### Routing congestion, run 1

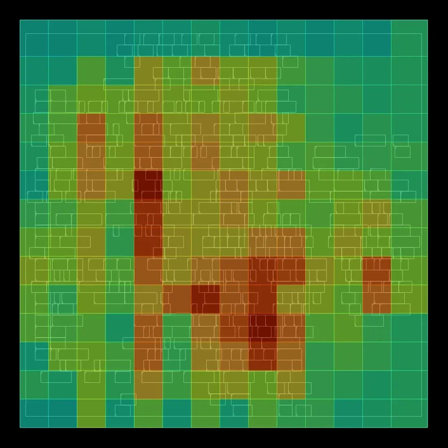
### Sequential cells colored by netlist name, run 1

Other sequential cells in the stronger gray, the rest of the logic in the fainter gray.
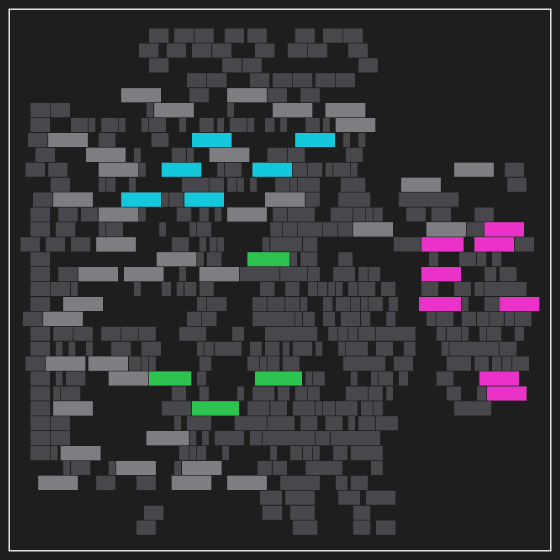
### Cell classes on the final placement, run 1

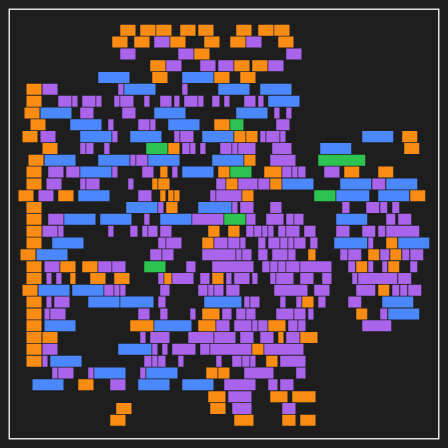
### Cells by drive strength, run 1

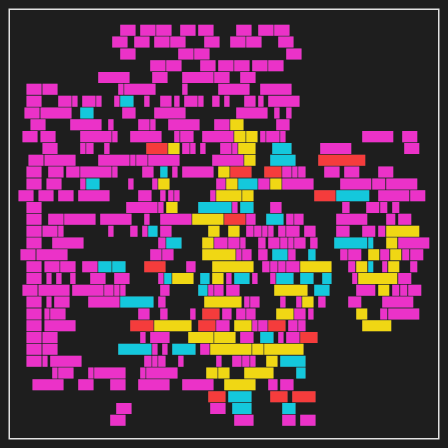
===== config.mk =====
export PLATFORM = sky130hd
export DESIGN_NAME = ulpi_reg_arb
export DESIGN_NICKNAME = d
export VERILOG_FILES = /design/src/rtl/ulpi_reg_arb.sv
export SDC_FILE = /design/constraint.sdc
export NUM_CORES = 1
export LEC_CHECK = 0
export CAP_MARGIN = 20
export CORE_UTILIZATION = 30
export DETAILED_ROUTE_END_ITERATION = 6
export GPL_ROUTABILITY_DRIVEN = 0
export GPL_TIMING_DRIVEN = 0
export SLEW_MARGIN = 20
export SYNTH_ARGS = -nofsm -noshare
export SYNTH_HDL_FRONTEND = slang
export SYNTH_SLANG_ARGS = --single-unit
export TNS_END_PERCENT = 1

===== constraint.sdc =====
create_clock -name i_clk -period 2 [get_ports i_clk]
set_input_delay 0.4 -clock i_clk [delete_from_list [all_inputs] [get_ports i_clk]]
set_output_delay 0.4 -clock i_clk [all_outputs]
set_load 0.01 [all_outputs]

===== src/rtl/ulpi_reg_arb.sv =====
// Round-robin arbiter and sequencer for ULPI immediate register writes/reads.
// Yields to PHY traffic, retries aborted transactions, and enforces a PHY-wait watchdog.
//
// state | meaning
// IDLE  | bus idle; arbitrate, or reissue the locked grant after an abort
// CMD   | drive TX CMD byte, wait for nxt
// WDATA | drive write data, wait for nxt
// WSTP  | drive stp for one cycle
// RTURN | wait for PHY turnaround (dir rising)
// RDATA | sample read data
// RWAIT | wait for PHY to release the bus (dir falling)
// ABORT | PHY pre-empted the transaction; count a retry
// DONE  | one-cycle ack/err pulse
module ulpi_reg_arb #(
  parameter int N_REQ     = 2,
  parameter int MAX_RETRY = 4,
  parameter int TIMEOUT   = 255
) (
  input  logic               i_clk,
  input  logic               i_rst,
  input  logic               i_link_ready,
  input  logic [N_REQ-1:0]   i_req,
  input  logic [N_REQ-1:0]   i_we,
  input  logic [N_REQ*6-1:0] i_addr,
  input  logic [N_REQ*8-1:0] i_wdata,
  output logic [N_REQ-1:0]   o_ack,
  output logic               o_err,
  output logic [7:0]         o_rdata,
  input  logic               i_dir,
  input  logic               i_nxt,
  input  logic [7:0]         i_data,
  output logic [7:0]         o_data,
  output logic               o_data_oe,
  output logic               o_stp
);

  localparam int GW = (N_REQ > 1) ? $clog2(N_REQ) : 1;
  localparam int RW = $clog2(MAX_RETRY + 1);
  localparam int TW = $clog2(TIMEOUT + 1);

  typedef enum logic [3:0] {
    IDLE, CMD, WDATA, WSTP, RTURN, RDATA, RWAIT, ABORT, DONE
  } state_t;

  state_t state, state_next;

  logic [GW-1:0]    grant_q, grant_d, last_grant_q, last_grant_d;
  logic             locked_q, locked_d;
  logic             we_q, we_d;
  logic [5:0]       addr_q, addr_d;
  logic [7:0]       wdata_q, wdata_d;
  logic [RW-1:0]    retry_q, retry_d;
  logic [TW-1:0]    wd_q, wd_d;
  logic             done_err;
  logic [N_REQ-1:0] eligible;
  logic [GW-1:0]    idx_v, pick;
  logic             found;
  logic [N_REQ-1:0] ack_d;
  logic             err_d, oe_d, stp_d;
  logic [7:0]       data_d, rdata_d;

  always_comb begin
    state_next   = state;
    grant_d      = grant_q;
    last_grant_d = last_grant_q;
    locked_d     = locked_q;
    we_d         = we_q;
    addr_d       = addr_q;
    wdata_d      = wdata_q;
    retry_d      = retry_q;
    rdata_d      = o_rdata;
    done_err     = 1'b0;
    found        = 1'b0;
    pick         = '0;
    idx_v        = '0;
    eligible     = i_req & ~o_ack;

    // round-robin search starting just after the last winner
    for (int i = 0; i < N_REQ; i++) begin
      idx_v = GW'((int'(last_grant_q) + 1 + i) % N_REQ);
      if (!found && eligible[idx_v]) begin
        found = 1'b1;
        pick  = idx_v;
      end
    end

    case (state)
      IDLE: begin
        if (i_link_ready && !i_dir) begin
          if (locked_q) begin
            state_next = CMD;
          end else if (found) begin
            state_next   = CMD;
            locked_d     = 1'b1;
            grant_d      = pick;
            last_grant_d = pick;
            we_d         = i_we[pick];
            addr_d       = i_addr[int'(pick)*6 +: 6];
            wdata_d      = i_wdata[int'(pick)*8 +: 8];
            retry_d      = '0;
          end
        end
      end
      CMD: begin
        if (i_dir)               state_next = ABORT;
        else if (i_nxt)          state_next = we_q ? WDATA : RTURN;
        else if (wd_q == '0) begin
          state_next = DONE;
          done_err   = 1'b1;
        end
      end
      WDATA: begin
        if (i_dir)               state_next = ABORT;
        else if (i_nxt)          state_next = WSTP;
        else if (wd_q == '0) begin
          state_next = DONE;
          done_err   = 1'b1;
        end
      end
      WSTP: state_next = DONE;
      RTURN: begin
        if (i_dir)               state_next = RDATA;
        else if (wd_q == '0) begin
          state_next = DONE;
          done_err   = 1'b1;
        end
      end
      RDATA: begin
        if (i_dir && !i_nxt) begin
          rdata_d    = i_data;
          state_next = RWAIT;
        end else begin
          state_next = ABORT;
        end
      end
      RWAIT: begin
        if (!i_dir)              state_next = DONE;
        else if (wd_q == '0) begin
          state_next = DONE;
          done_err   = 1'b1;
        end
      end
      ABORT: begin
        retry_d = retry_q + RW'(1);
        if (retry_q == RW'(MAX_RETRY - 1)) begin
          state_next = DONE;
          done_err   = 1'b1;
        end else begin
          state_next = IDLE;
        end
      end
      DONE: begin
        state_next = IDLE;
        locked_d   = 1'b0;
        retry_d    = '0;
      end
      default: state_next = IDLE;
    endcase

    // losing the link mid-transaction releases the bus and fails the request
    if (state != IDLE && state != DONE && !i_link_ready) begin
      state_next = DONE;
      done_err   = 1'b1;
      rdata_d    = o_rdata;
    end

    wd_d = wd_q;
    if ((state_next == CMD || state_next == RTURN || state_next == RWAIT) && state_next != state)
      wd_d = TW'(TIMEOUT - 1);
    else if (wd_q != '0)
      wd_d = wd_q - TW'(1);

    // outputs are registered, so decode them from the state being entered
    ack_d  = '0;
    err_d  = 1'b0;
    oe_d   = 1'b0;
    stp_d  = 1'b0;
    data_d = '0;
    case (state_next)
      CMD: begin
        oe_d   = 1'b1;
        data_d = {(we_d ? 2'b10 : 2'b11), addr_d};
      end
      WDATA: begin
        oe_d   = 1'b1;
        data_d = wdata_d;
      end
      WSTP: begin
        oe_d  = 1'b1;
        stp_d = 1'b1;
      end
      DONE: begin
        ack_d[grant_d] = 1'b1;
        err_d          = done_err;
      end
      default: ;
    endcase
  end

  always_ff @(posedge i_clk) begin
    if (i_rst) state <= IDLE;
    else       state <= state_next;
  end

  always_ff @(posedge i_clk) begin
    if (i_rst) begin
      grant_q      <= '0;
      last_grant_q <= GW'(N_REQ - 1);
      locked_q     <= 1'b0;
      we_q         <= 1'b0;
      addr_q       <= '0;
      wdata_q      <= '0;
      retry_q      <= '0;
      wd_q         <= '0;
      o_ack        <= '0;
      o_err        <= 1'b0;
      o_data       <= '0;
      o_data_oe    <= 1'b0;
      o_stp        <= 1'b0;
      o_rdata      <= '0;
    end else begin
      grant_q      <= grant_d;
      last_grant_q <= last_grant_d;
      locked_q     <= locked_d;
      we_q         <= we_d;
      addr_q       <= addr_d;
      wdata_q      <= wdata_d;
      retry_q      <= retry_d;
      wd_q         <= wd_d;
      o_ack        <= ack_d;
      o_err        <= err_d;
      o_data       <= data_d;
      o_data_oe    <= oe_d;
      o_stp        <= stp_d;
      o_rdata      <= rdata_d;
    end
  end

endmodule

==> results.json, run 1 <==
{
  "outcome": "finished, violations left",
  "violations": "setup timing",
  "route.detailed.drc": 0,
  "drtIter0Drc": 107,
  "min_period_ns": 2.268,
  "largest_area_cell": "dfxtp_1",
  "reg2reg_from": "state[2]$_SDFF_PP0_",
  "skew_ns": 0.01045,
  "antenna_left": 0,
  "cts.htree.levels": 2,
  "die_h_um": 98.51,
  "drive_above_1_share": 0.2421,
  "wl_per_cell_um": 14.58,
  "hold_viol": 0,
  "ys_top_cells_by_count": "dfxtp_1, nor2_1, mux2i_1",
  "grt_pass1_vias": 2596,
  "cts_tree": "done",
  "async_reset_ff_frac": 0,
  "antenna_cells": 0,
  "postPlaceCellArea_sq_mm": 0.003621,
  "topCellsByArea": "dfxtp_1, mux2i_1, nor2_1, a21oi_1, a211o_1",
  "die_x_um": 98.51,
  "vdd_drop_max_mv": 0.3959,
  "yosys_warnings": 0,
  "critPathRequiredTime_ns": 2.20,
  "crit_type": "flop to flop",
  "powerDensity_mw_per_mm2": 1187,
  "core_util_floorplan": 0.3158,
  "yosys_cells": 321,
  "finalWorstSetupSlack_ns": -0.2685,
  "crit_arrival_ns": 2.47,
  "drt_first_pass_iters": 4,
  "postSynthSeqShare": 0.3869,
  "setup_viol": 16
}
## Picture notes: 'Routing congestion'
met2 Usage GRT: 0.2730
grt met3 use: 0.03262
final core utilization: 0.4692
GR Layer Usage met1: 0.2047

## Picture notes: 'Sequential cells colored by netlist name'
| signal | color | flops |
|---|---|---|
| addr_q | cyan | 6 |
| wd_q | magenta | 8 |
| state | green | 4 |
sequential power: 1470 uW
FF/Latch Area: 0.001095 sq mm

## Picture notes: 'Cell classes on the final placement'
| class | color | cells |
|---|---|---|
| flip-flops | blue | 54 |
| clock drivers and dummy loads | green | 7 |
| all other logic | purple | 244 |
| other buffers and delay cells | orange | 108 |
core area: 0.008848 sq mm
sequential share of cell area: 0.2637
row cnt: 34

## Picture notes: 'Cells by drive strength'
| size | color | cells | most used |
|---|---|---|---|
| drive 1 or less | magenta | 313 | clkdlybuf4s50_1 |
| drive 2 | cyan | 37 | dfxtp_2 |
| drive 6 and up | red | 15 | buf_6 |
| drive 3 to 4 | yellow | 48 | buf_4 |
final worst slack: -0.2685 ns
post-route cell area: 0.004151 sq mm
area delta synth->final: 48.59%
Non-CTS buffers: 108

run 1: worst paths after layout:
check,to,slack [ns],depth (start not counted)
worst min register to register,last_grant_q$_SDFFE_PP1P_,0.48,1
worst max register to register,wd_q[0]$_SDFFE_PP0P_,-0.27,11
worst min-delay path,last_grant_q$_SDFFE_PP1P_,0.48,1
worst max-delay path,wd_q[0]$_SDFFE_PP0P_,-0.27,11
run 1: power breakdown:
group / total, uW / leakage (uW) / internal [uW] / switching [uW]
clock: 714 / 0.0000542 / 369 / 345
sequential: 1470 / 0.000444 / 1300 / 169
combinational: 2740 / 0.00122 / 1380 / 1360
total: 4930 / 0.00172 / 3060 / 1870
run 1: layer usage:
layer  wire length [um]  track usage  vias to the layer above
met5                  0            0                        -
met4                 95      0.04363                        0
met3                398      0.03262                        9
met2               3621       0.2730                       76
met1               3481       0.2047                     1244
li1                   -            -                     1321
run 1: area by class of cell:
cell class                 count  area share
multi-input combinational    230      0.4283
sequential                    54      0.2637
timing repair buffer          86      0.1953
buffer                        22     0.04159
tap                          108     0.03255
clock buffer                   5     0.01658
inverter                      14     0.01266
clock inverter                 2    0.009343
run 1: layout by cell type, fill, tap and decap left out, drive strengths merged, types with 3 or more instances in the layout:
cell type,instances
or3,5
dfxtp,54
inv,14
nor3,8
a21oi,21
nor2,43
a211oi,11
nand2b,8
nor2b,7
o21ai,11
nand2,20
buf,35
xor2,4
mux2i,23
clkdlybuf4s50,61
nor4,3
a211o,10
clkbuf,14
ha,4
o21bai,3
nand3,6
xnor2,5
run 1: per-stage QoR:
step           instances  setup slack (ns)  hold WS, ns
2_1_floorplan        321          -0.07703       0.4354
3_3_place_gp         493           -0.8653       0.4468
3_5_place_dp         493           -0.8565       0.4594
4_1_cts              515           -0.3271       0.4803
5_1_grt              521           -0.3730       0.5032
6_report             521           -0.2685       0.4789
run 1: sequential cells by signal, indices dropped and copies added, names as in the netlist:
signal and flops:
o_data 8, o_rdata 8, wd_q 8, wdata_q 8, addr_q 6, state 4
retry_q 3, o_ack 2, grant_q 1, last_grant_q 1, locked_q 1, o_data_oe 1
o_err 1, o_stp 1, we_q 1
run 1: logic make-up (layout without fill, tap and decap cells):
group | Yosys count | in the layout | synth area share
AND/OR/NAND/NOR | 116 | 116 | 0.2212
flip-flops | 54 | 54 | 0.3869
adder cells (fa/ha/maj) | 4 | 4 | 0.01791
buffers and inverters | 37 | 129 | 0.06179
AND-OR/OR-AND | 78 | 78 | 0.2015
multiplexers | 23 | 23 | 0.08240
XOR/XNOR | 9 | 9 | 0.02821
run 1: worst max-delay path, cell delays in order, from the launching register on:
cell and delay [ns]:
dfxtp_4 0.37, buf_6 0.13, buf_4 0.15, buf_6 0.13, o21ai_0 0.14, nand2_1 0.07
nand3_1 0.10, buf_4 0.13, nand3b_4 0.08, or3_4 0.38, a32o_2 0.31, and3b_1 0.18
run 1: repair_timing:
action | in CTS | in global routing
setup buffers | 16 | 6
setup endpoints to repair | 44 | 45
pin swaps | 12 | 16
gates resized | 31 | 41
hold endpoints to repair | 0 | 0
### Cell area per tile, run 1

10 x 10 tiles, from black (low) to pale yellow (high), 0 to 100% covered.
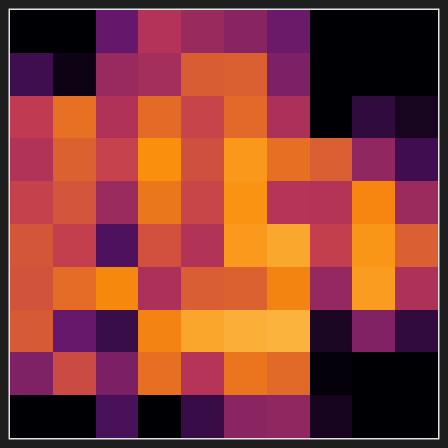

--- run 2 (diff from run 1) ---
- PLACE_DENSITY: unset -> 0.53
### Cell area per tile, run 2

10 x 10 tiles, from black (low) to pale yellow (high), 0 to 100% covered.
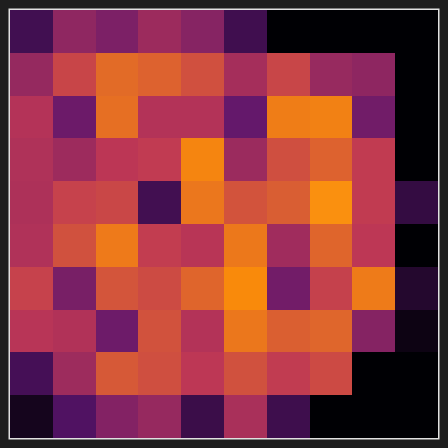
mean over tiles: 41%
densest ninth of the die: center
tiles over 75% full: 1.0%
fullest tile: 76%
starting density of the core: 0.3158
final core utilization: 0.4644

### Sequential cells colored by netlist name, run 2

Other sequential cells in the stronger gray, the rest of the logic in the fainter gray.
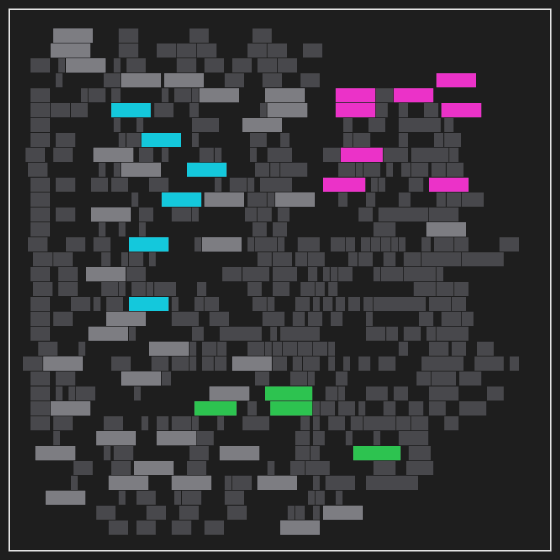
| signal | color | flops |
|---|---|---|
| state | green | 4 |
| addr_q | cyan | 6 |
| wd_q | magenta | 8 |
not colored: 36
sequential share of cell area: 0.2661
FF/Latch Area: 0.001094 sq mm
sequential power: 1480 uW

### Cell classes on the final placement, run 2

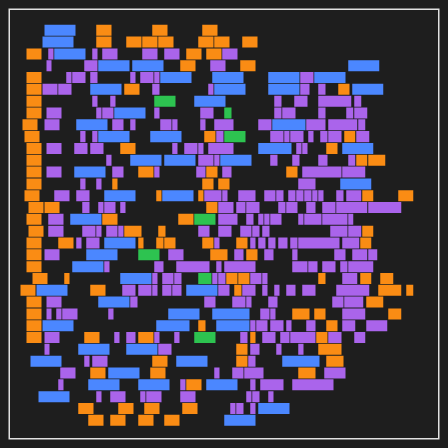
| class | color | cells |
|---|---|---|
| flip-flops | blue | 54 |
| clock drivers and dummy loads | green | 7 |
| all other logic | purple | 244 |
| other buffers and delay cells | orange | 109 |
post-route cell area: 0.004109 sq mm

==> results.json, run 2 <==
{
  "die_x_um": 98.51,
  "reg2reg_depth": 9,
  "path_buffers": 2,
  "synthTopLogicFamily": "simple AND/OR/NAND/NOR gates",
  "fa_ha_area_frac": 0.01791,
  "hold_viol": 0,
  "hold_ws_ns": 0.4719,
  "core_region_area_sq_mm": 0.008848,
  "min_to": "last_grant_q$_SDFFE_PP1P_",
  "cts.htree.levels": 2,
  "crit_path_max_incr_delay_ns": 0.43,
  "area_growth_pct": 47.07,
  "p_sw_frac": 0.3994,
  "internal-power_uw": 2855,
  "outcome": "finished, violations left",
  "antenna_left": 0,
  "crit_type": "flop to flop",
  "topCellsByArea": "dfxtp_1, mux2i_1, nor2_1, a21oi_1, a211o_1",
  "wl_per_cell_um": 15.18,
  "slowest_stage": "or4_1",
  "critPathTopFamily": "simple AND/OR/NAND/NOR gates",
  "final_common_cell": "clkdlybuf4s50_1",
  "route.detailed.drc": 0,
  "synthMuxAreaShare": 0.08240,
  "p_switching_uw": 1899,
  "final_cell_mix": "clkdlybuf4s50_1, dfxtp_1, nor2_1",
  "pwr-share-clk": 0.128,
  "powerDensity_mw_per_mm2": 1157,
  "crit_arrival_ns": 2.48,
  "synthXorXnorAreaFrac": 0.02821,
  "p_seq_frac": 0.312,
  "finalWorstSetupSlack_ns": -0.2586,
  "die_h_um": 98.51,
  "setup_viol": 17,
  "async_reset_ff_frac": 0,
  "p_comb_frac": 0.561,
  "critical_path.cell_chain": "buf_8 > nor2_4 > o31a_1 > nand3_2 > a211oi_4 > nand2_1 > or4_1 > buf_6 > o32ai_2",
  "violations": "setup timing",
  "vdd_drop_max_mv": 0.3336,
  "hold_path_depth": 1,
  "rows": 34,
  "ys_top_cells_by_count": "dfxtp_1, nor2_1, mux2i_1",
  "yosys_cells": 321,
  "drive_above_1_share": 0.2391
}
==> run 2: what timing repair did <==
item,CTS,global route
pin swaps,11,15
resized,38,28
setup buffers,14,9
setup endpoints to repair,44,41
==> run 2: metal layers <==
metal  GRT usage  share of wire  wire [um]  vias to the layer above
li1            -              -          -                     1324
met1      0.2064           0.45       3572                     1260
met2      0.2757           0.48       3765                       71
met3     0.04539          0.058        463                       12
met4     0.04937          0.016        123                        0
met5           0              0          0                        -
==> run 2: worst max-delay path by stage <==
stage	end	slack, ns
floorplan	wd_q[0]$_SDFFE_PP0P_	-0.08
global placement	wd_q[0]$_SDFFE_PP0P_	-0.89
detailed placement	wd_q[0]$_SDFFE_PP0P_	-0.89
CTS	wd_q[0]$_SDFFE_PP0P_	-0.29
global route	o_data[6]$_SDFF_PP0_	-0.35
finish	o_data[6]$_SDFF_PP0_	-0.26
==> run 2: layout make-up <==
type | instances | area, sq um
inverters | 14 | 52.55
well taps | 108 | 135.1
repair buffers | 87 | 805.8
multi-input cells | 230 | 1768
fillers | 914 | 4740
flip-flops and latches | 54 | 1094
clock inverters | 2 | 13.76
clock buffers | 5 | 68.82
plain buffers | 22 | 171.4
==> run 2: logic make-up (layout without fill, tap and decap cells) <==
kind of cell,after synthesis,after routing
simple gates,116,116
xor+xnor,9,9
buf+inv,37,130
flops,54,54
mux,23,23
compound gates,78,78
fa+ha+maj,4,4
==> run 2: stage by stage <==
step,std cells,cell area [sq um],setup slack [ns],util
3_5_place_dp,493,3621,-0.8871,0.4092
5_1_grt,522,4109,-0.3465,0.4644
6_report,522,4109,-0.2586,0.4644
2_1_floorplan,321,2845,-0.07703,-
4_1_cts,513,3916,-0.2859,0.4426
3_3_place_gp,493,3621,-0.8936,0.4092
==> run 2: power groups by stage <==
stage	combinational, uW	sequential [uW]	clock (uW)
after floorplan	1480	1460	0
after global placement	2040	1450	0
after detailed placement	2050	1460	0
after CTS	2330	1470	629
after global routing	2910	1510	675
final	2670	1480	607
### Routing congestion, run 2

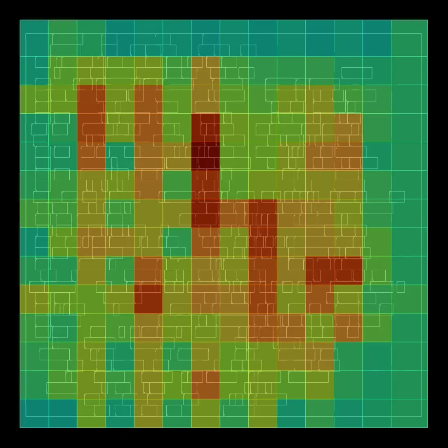

--- run 3 (diff from run 2) ---
- CORE_UTILIZATION: 30 -> 35
- CTS_CLUSTER_DIAMETER: unset -> 60
- CTS_CLUSTER_SIZE: unset -> 10
- PLACE_DENSITY: 0.53 -> 0.6
### Routing congestion, run 3

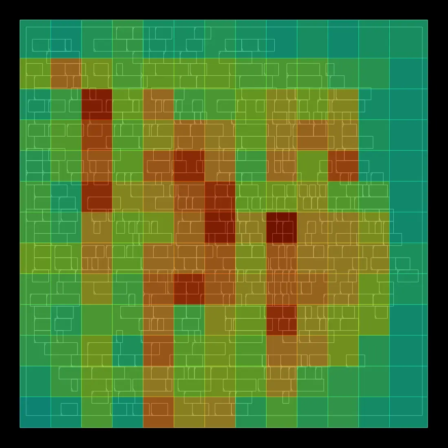
met2 Usage GRT: 0.3093
global routing's busiest layer: met2

### Cells by drive strength, run 3

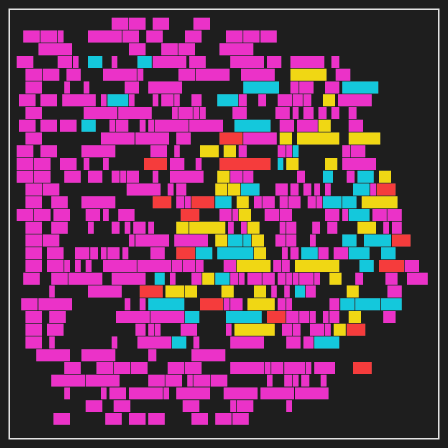
| size | color | cells | most used |
|---|---|---|---|
| drive 3 to 4 | yellow | 37 | buf_4 |
| drive 2 | cyan | 39 | dfxtp_2 |
| drive 1 or less | magenta | 320 | clkdlybuf4s50_1 |
| drive 6 and up | red | 15 | buf_6 |
Non-CTS buffers: 105
post-route cell area: 0.004039 sq mm
area delta synth->final: 44.56%
final worst slack: -0.2968 ns

### Sequential cells colored by netlist name, run 3

Other sequential cells in the stronger gray, the rest of the logic in the fainter gray.
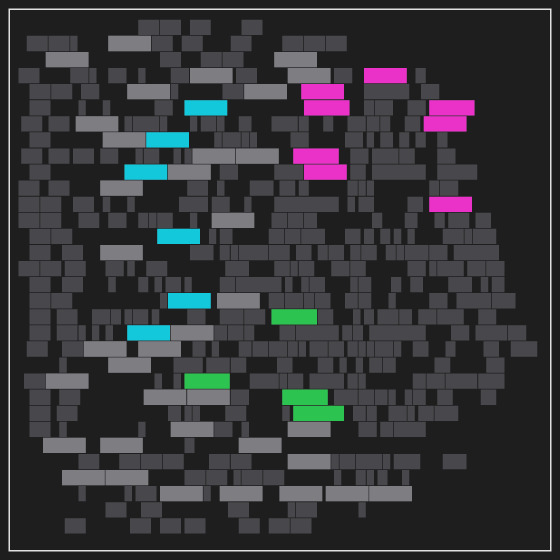
| signal | color | flops |
|---|---|---|
| state | green | 4 |
| addr_q | cyan | 6 |
| wd_q | magenta | 8 |
not colored: 36
FF/Latch Area: 0.001092 sq mm
sequential power: 1470 uW
final core utilization: 0.5227
sequential share of cell area: 0.2704

==> results.json, run 3 <==
{
  "violations": "setup timing",
  "finalWorstSetupSlack_ns": -0.2968,
  "topCellsByArea": "dfxtp_1, mux2i_1, nor2_1, a21oi_1, a211o_1",
  "antenna_cells": 0,
  "critPathRequiredTime_ns": 2.20,
  "min_period_ns": 2.297,
  "antenna_left": 0,
  "largest_area_cell": "dfxtp_1",
  "final_cell_mix": "clkdlybuf4s50_1, dfxtp_1, nor2_1",
  "drtIter0Drc": 95,
  "synthTopLogicFamily": "simple AND/OR/NAND/NOR gates",
  "yosys_cells": 321,
  "pre_cts_slack_ns": -0.8926,
  "yosys_warnings": 0,
  "vdd_drop_max_mv": 0.4055,
  "ys_sh_simple": 0.2212,
  "setup_viol": 16,
  "outcome": "finished, violations left",
  "synthMuxAreaShare": 0.08240,
  "drive_above_1_share": 0.2214,
  "postSynthSeqShare": 0.3869,
  "crit_type": "flop to flop",
  "path_buffers": 1
}
-- run 3: cell counts after synthesis --
No cell type changed its count.
-- run 3: where the power goes --
group,switching [uW],internal (uW)
clock network,343,374
registers,169,1300
logic,1260,1260
total,1770,2940
-- run 3: worst paths after layout --
path                             startpoint                   endpoint  slack, ns  cells after the start
setup reg to reg        state[2]$_SDFF_PP0_       wd_q[0]$_SDFFE_PP0P_      -0.30                      8
setup / recovery        state[2]$_SDFF_PP0_       wd_q[0]$_SDFFE_PP0P_      -0.30                      8
hold / removal    last_grant_q$_SDFFE_PP1P_  last_grant_q$_SDFFE_PP1P_       0.48                      1
hold reg to reg   last_grant_q$_SDFFE_PP1P_  last_grant_q$_SDFFE_PP1P_       0.48                      1
-- run 3: logic make-up after synthesis --
family          count (synthesis)
buf+inv                        37
fa+ha+maj                       4
mux                            23
xor+xnor                        9
compound gates                 78
flops                          54
simple gates                  116
-- run 3: cell type report --
type / count / area (sq um)
Buffer: 22 / 173.9
Inverter: 14 / 52.55
Sequential cell: 54 / 1092
Timing Repair Buffer: 83 / 783.3
Clock buffer: 6 / 72.57
Fill cell: 725 / 3689
Tap cell: 102 / 127.6
Clock inverter: 2 / 37.54
Multi-Input combinational cell: 230 / 1699
-- run 3: worst register-to-register path, delay by kind of cell, from the launching register on --
kind            cells  cell delay (ns)
buf+inv             1             0.14
simple gates        3             0.77
flops               1             0.37
compound gates      4             0.93
-- run 3: timing repair --
action | 4_1_cts | 5_1_grt
pin swaps | 14 | 12
setup buffers | 13 | 6
endpoints found under the setup margin | 45 | 43
resized | 38 | 20
-- run 3: metal layers --
layer,vias up,global-route usage,wire length [um]
met2,56,0.3093,3524
met3,6,0.03266,317
met4,0,0.03836,55
met5,-,0,0
li1,1318,-,-
met1,1204,0.2171,3206
-- run 3: through the flow --
step	total power [uW]	utilization	area [sq um]	instances
2_1_floorplan	2940	-	2845	321
3_3_place_gp	3468	0.4676	3613	487
3_5_place_dp	3495	0.4676	3613	487
4_1_cts	4544	0.5084	3929	507
5_1_grt	5037	0.5227	4039	513
6_report	4712	0.5227	4039	513
Power and IR drop assume default switching activity.
